<file path="config.mk">
export PLATFORM = sky130hd
export DESIGN_NAME = sha256d_sequencer
export DESIGN_NICKNAME = d
export VERILOG_FILES = /design/src/rtl/sha256d_sequencer.sv
export SDC_FILE = /design/constraint.sdc
export NUM_CORES = 2
export LEC_CHECK = 0
export ABC_CLOCK_PERIOD_IN_PS = 7700
export CAP_MARGIN = 25
export CORE_AREA = 3 3 506 508
export CTS_BUF_LIST = sky130_fd_sc_hd__clkbuf_16
export DETAILED_ROUTE_END_ITERATION = 10
export DIE_AREA = 0 0 509 511
export HOLD_SLACK_MARGIN = 0.05
export PLACE_DENSITY = 0.34
export REMOVE_ABC_BUFFERS = 1
export SYNTH_ARGS = -nofsm -noshare
export SYNTH_HDL_FRONTEND = slang
export SYNTH_SLANG_ARGS = --single-unit
</file>
<file path="constraint.sdc">
create_clock -name clk -period 7.7 [get_ports clk]
set_input_delay 1.54 -clock clk [delete_from_list [all_inputs] [get_ports clk]]
set_output_delay 1.54 -clock clk [all_outputs]
set_load 0.05 [all_outputs]
</file>
<file path="src/rtl/sha256d_sequencer.sv">
// Control and H0..H7 chaining state for SHA-256d of an 80-byte block header.
// Sequences three blocks: header block 0, header block 1, then the padded first digest.
module sha256d_sequencer #(
    parameter int ROUNDS = 64,
    parameter int RW     = 6
) (
    input  logic          clk,
    input  logic          reset,
    input  logic          start,
    input  logic [255:0]  hash_values,
    input  logic [255:0]  work_state,
    output logic          busy,
    output logic          done,
    output logic          hash_sel,
    output logic          block_sel,
    output logic          state_load,
    output logic [255:0]  state_init,
    output logic          round_en,
    output logic [RW-1:0] round_idx,
    output logic [255:0]  digest1,
    output logic [255:0]  final_hash
);

    typedef enum logic [2:0] {IDLE, INIT, ROUND, ACCUM, DONE} state_t;

    state_t        state_q, state_d;
    logic [255:0]  h_q, h_d;
    logic [255:0]  digest1_q, digest1_d;
    logic [255:0]  final_q, final_d;
    logic          hash_sel_q, hash_sel_d;
    logic          block_sel_q, block_sel_d;
    logic [RW-1:0] round_q, round_d;
    logic [255:0]  sum;
    logic          last_round;

    // Feed-forward: eight independent 32-bit adds, no carry between words.
    always_comb begin
        sum = '0;
        for (int unsigned i = 0; i < 8; i++) begin
            sum[32*i +: 32] = h_q[32*i +: 32] + work_state[32*i +: 32];
        end
    end

    assign last_round = (round_q == RW'(ROUNDS - 1));

    always_comb begin
        state_d     = state_q;
        h_d         = h_q;
        digest1_d   = digest1_q;
        final_d     = final_q;
        hash_sel_d  = hash_sel_q;
        block_sel_d = block_sel_q;
        round_d     = round_q;
        busy        = 1'b0;
        done        = 1'b0;
        state_load  = 1'b0;
        round_en    = 1'b0;
        case (state_q)
            IDLE: begin
                if (start) begin
                    h_d         = hash_values;
                    hash_sel_d  = 1'b0;
                    block_sel_d = 1'b0;
                    round_d     = '0;
                    state_d     = INIT;
                end
            end
            INIT: begin
                busy       = 1'b1;
                state_load = 1'b1;
                round_d    = '0;
                state_d    = ROUND;
            end
            ROUND: begin
                busy     = 1'b1;
                round_en = 1'b1;
                if (last_round) begin
                    round_d = '0;
                    state_d = ACCUM;
                end else begin
                    round_d = round_q + RW'(1);
                end
            end
            ACCUM: begin
                busy    = 1'b1;
                h_d     = sum;
                state_d = INIT;
                if (!hash_sel_q && !block_sel_q) begin
                    block_sel_d = 1'b1;
                end else if (!hash_sel_q) begin
                    // End of pass 0: latch digest and restart chaining from the IV.
                    digest1_d   = sum;
                    h_d         = hash_values;
                    hash_sel_d  = 1'b1;
                    block_sel_d = 1'b0;
                end else begin
                    final_d = sum;
                    state_d = DONE;
                end
            end
            DONE: begin
                done    = 1'b1;
                state_d = IDLE;
            end
            default: state_d = IDLE;
        endcase
    end

    always_ff @(posedge clk) begin
        if (reset) begin
            state_q     <= IDLE;
            h_q         <= '0;
            digest1_q   <= '0;
            final_q     <= '0;
            hash_sel_q  <= 1'b0;
            block_sel_q <= 1'b0;
            round_q     <= '0;
        end else begin
            state_q     <= state_d;
            h_q         <= h_d;
            digest1_q   <= digest1_d;
            final_q     <= final_d;
            hash_sel_q  <= hash_sel_d;
            block_sel_q <= block_sel_d;
            round_q     <= round_d;
        end
    end

    assign hash_sel   = hash_sel_q;
    assign block_sel  = block_sel_q;
    assign state_init = h_q;
    assign round_idx  = round_q;
    assign digest1    = digest1_q;
    assign final_hash = final_q;

endmodule
</file>
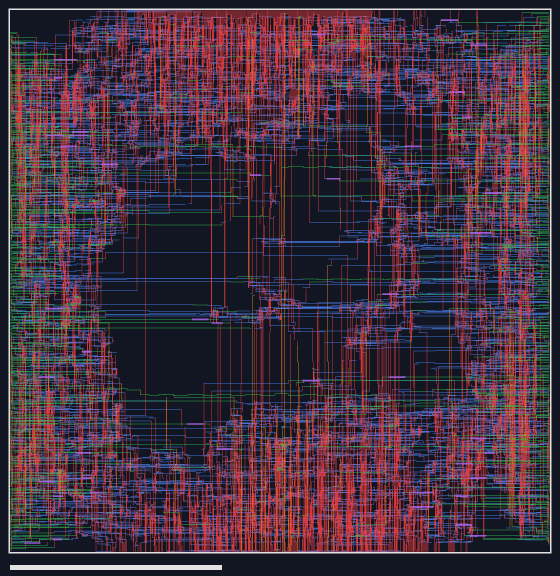
Fig. 1. Routed metal, one colour a layer.
Scale bar: 200 µm.
Key: M5 = purple [wire length 554 µm]; M2 = red [wire length 132 mm]; M4 = orange [wire length 7830 µm]; M1 = blue [wire length 110 mm]; M3 = green [wire length 24.3 mm]
wire per inst: 27.5 µm
vias: 45600
total track usage: 20.2%
DRT Wirelength: 275 mm

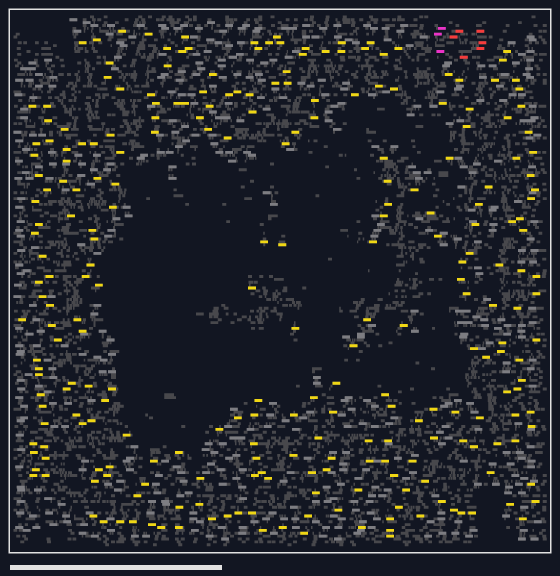
Fig. 2. Sequential cells coloured by netlist name.
Scale bar: 200 µm. Other sequential cells in the stronger grey, the rest of the logic in the fainter grey.
Key: state_init = yellow [placed flops 256, where all over the die]; round_idx = red [placed flops 6, where top right]; state_q = magenta [placed flops 3]
fraction of area in registers: 25.3%
final core occ: 24.5%
seq pwr: 0.00449 W

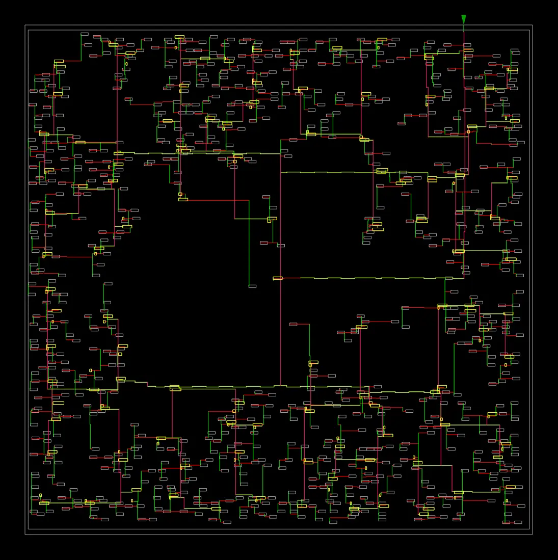
Fig. 3. Clock wiring as the flow saved it.
Seq Cell Count: 779
clock buffers: 109

==> impl_metrics.json <==
{
  "status": "complete, no violations",
  "synth_top_area_share_pct": 37.4,
  "reg2reg_from": "state_init[224]",
  "comb_area_share_pct": 39.9,
  "use_met3_pct": 7.21,
  "power_density_nw_per_um2": 231,
  "power_clock_w": 0.00496,
  "fin_area_um2": 61600,
  "synthCells": 5460,
  "drt_iter0_markers": 2879,
  "cts_num_sinks": 779,
  "cts.clk_slew.worst_paths_ns": 0.05,
  "first_global_vias": 44600,
  "max_stage_delay_ns": 0.56,
  "dieArea_um2": 260000,
  "startpoint": "work_state[224]",
  "powerComb_w": 0.00479,
  "cts_buffer_depth": 3,
  "final_cell_mix": "1293 x clkdlybuf4s50_1, 1251 x nand2_1, 779 x dfxtp_1",
  "min_to": "final_hash[52]",
  "timing.final.crit_share_pct": 61.7,
  "root_buffer": "clkbuf_16",
  "tapcell.inserted": 3348,
  "place.gp.congestion": 0.865,
  "die_w_um": 509,
  "ff_type": "dfxtp_1",
  "min_from": "final_hash[52]",
  "yosysUniqueCellTypes": 86,
  "warnings": 43,
  "ff_latch_area_um2": 15600,
  "maxCapViolCount": 0,
  "cpLargestDelayFamily": "AND-OR/OR-AND gates",
  "reg2reg_depth": 11,
  "ys_ff": 779,
  "final_max_slew_viol_count": 0,
  "largest_class": "combinational gates",
  "synth.avg_cell_area_um2": 7.65,
  "p_comb_share_pct": 33.7,
  "hold_ws_ns": 0.453,
  "regToRegEndpoint": "final_hash[240]",
  "compound_area_share_pct": 24.8,
  "total_leakage_power_nw": 22.4,
  "dpl.cell_count": 9782,
  "hold_class": "register to register"
}
## cell usage after synthesis (all sizes together), types with 34 or more instances
| cell | instances |
|---|---|
| clkbuf | 332 |
| o21ai | 208 |
| o211ai | 34 |
| nand4 | 46 |
| xor2 | 77 |
| nand2 | 1254 |
| a22oi | 79 |
| a31oi | 36 |
| o21bai | 44 |
| a211oi | 103 |
| ha | 249 |
| dfxtp | 779 |
| nor3 | 60 |
| a21oi | 755 |
| nor2 | 408 |
| nand3 | 162 |
| xnor2 | 138 |
| a21o | 111 |
| a311oi | 92 |
| inv | 73 |
## registers in the layout (all words and copies together), names as in the netlist
| register | count |
|---|---|
| hash_sel | 1 |
| state_q | 3 |
| state_init | 256 |
| digest1 | 256 |
| block_sel | 1 |
| round_idx | 6 |
| final_hash | 256 |
Power and IR drop assume default switching activity.
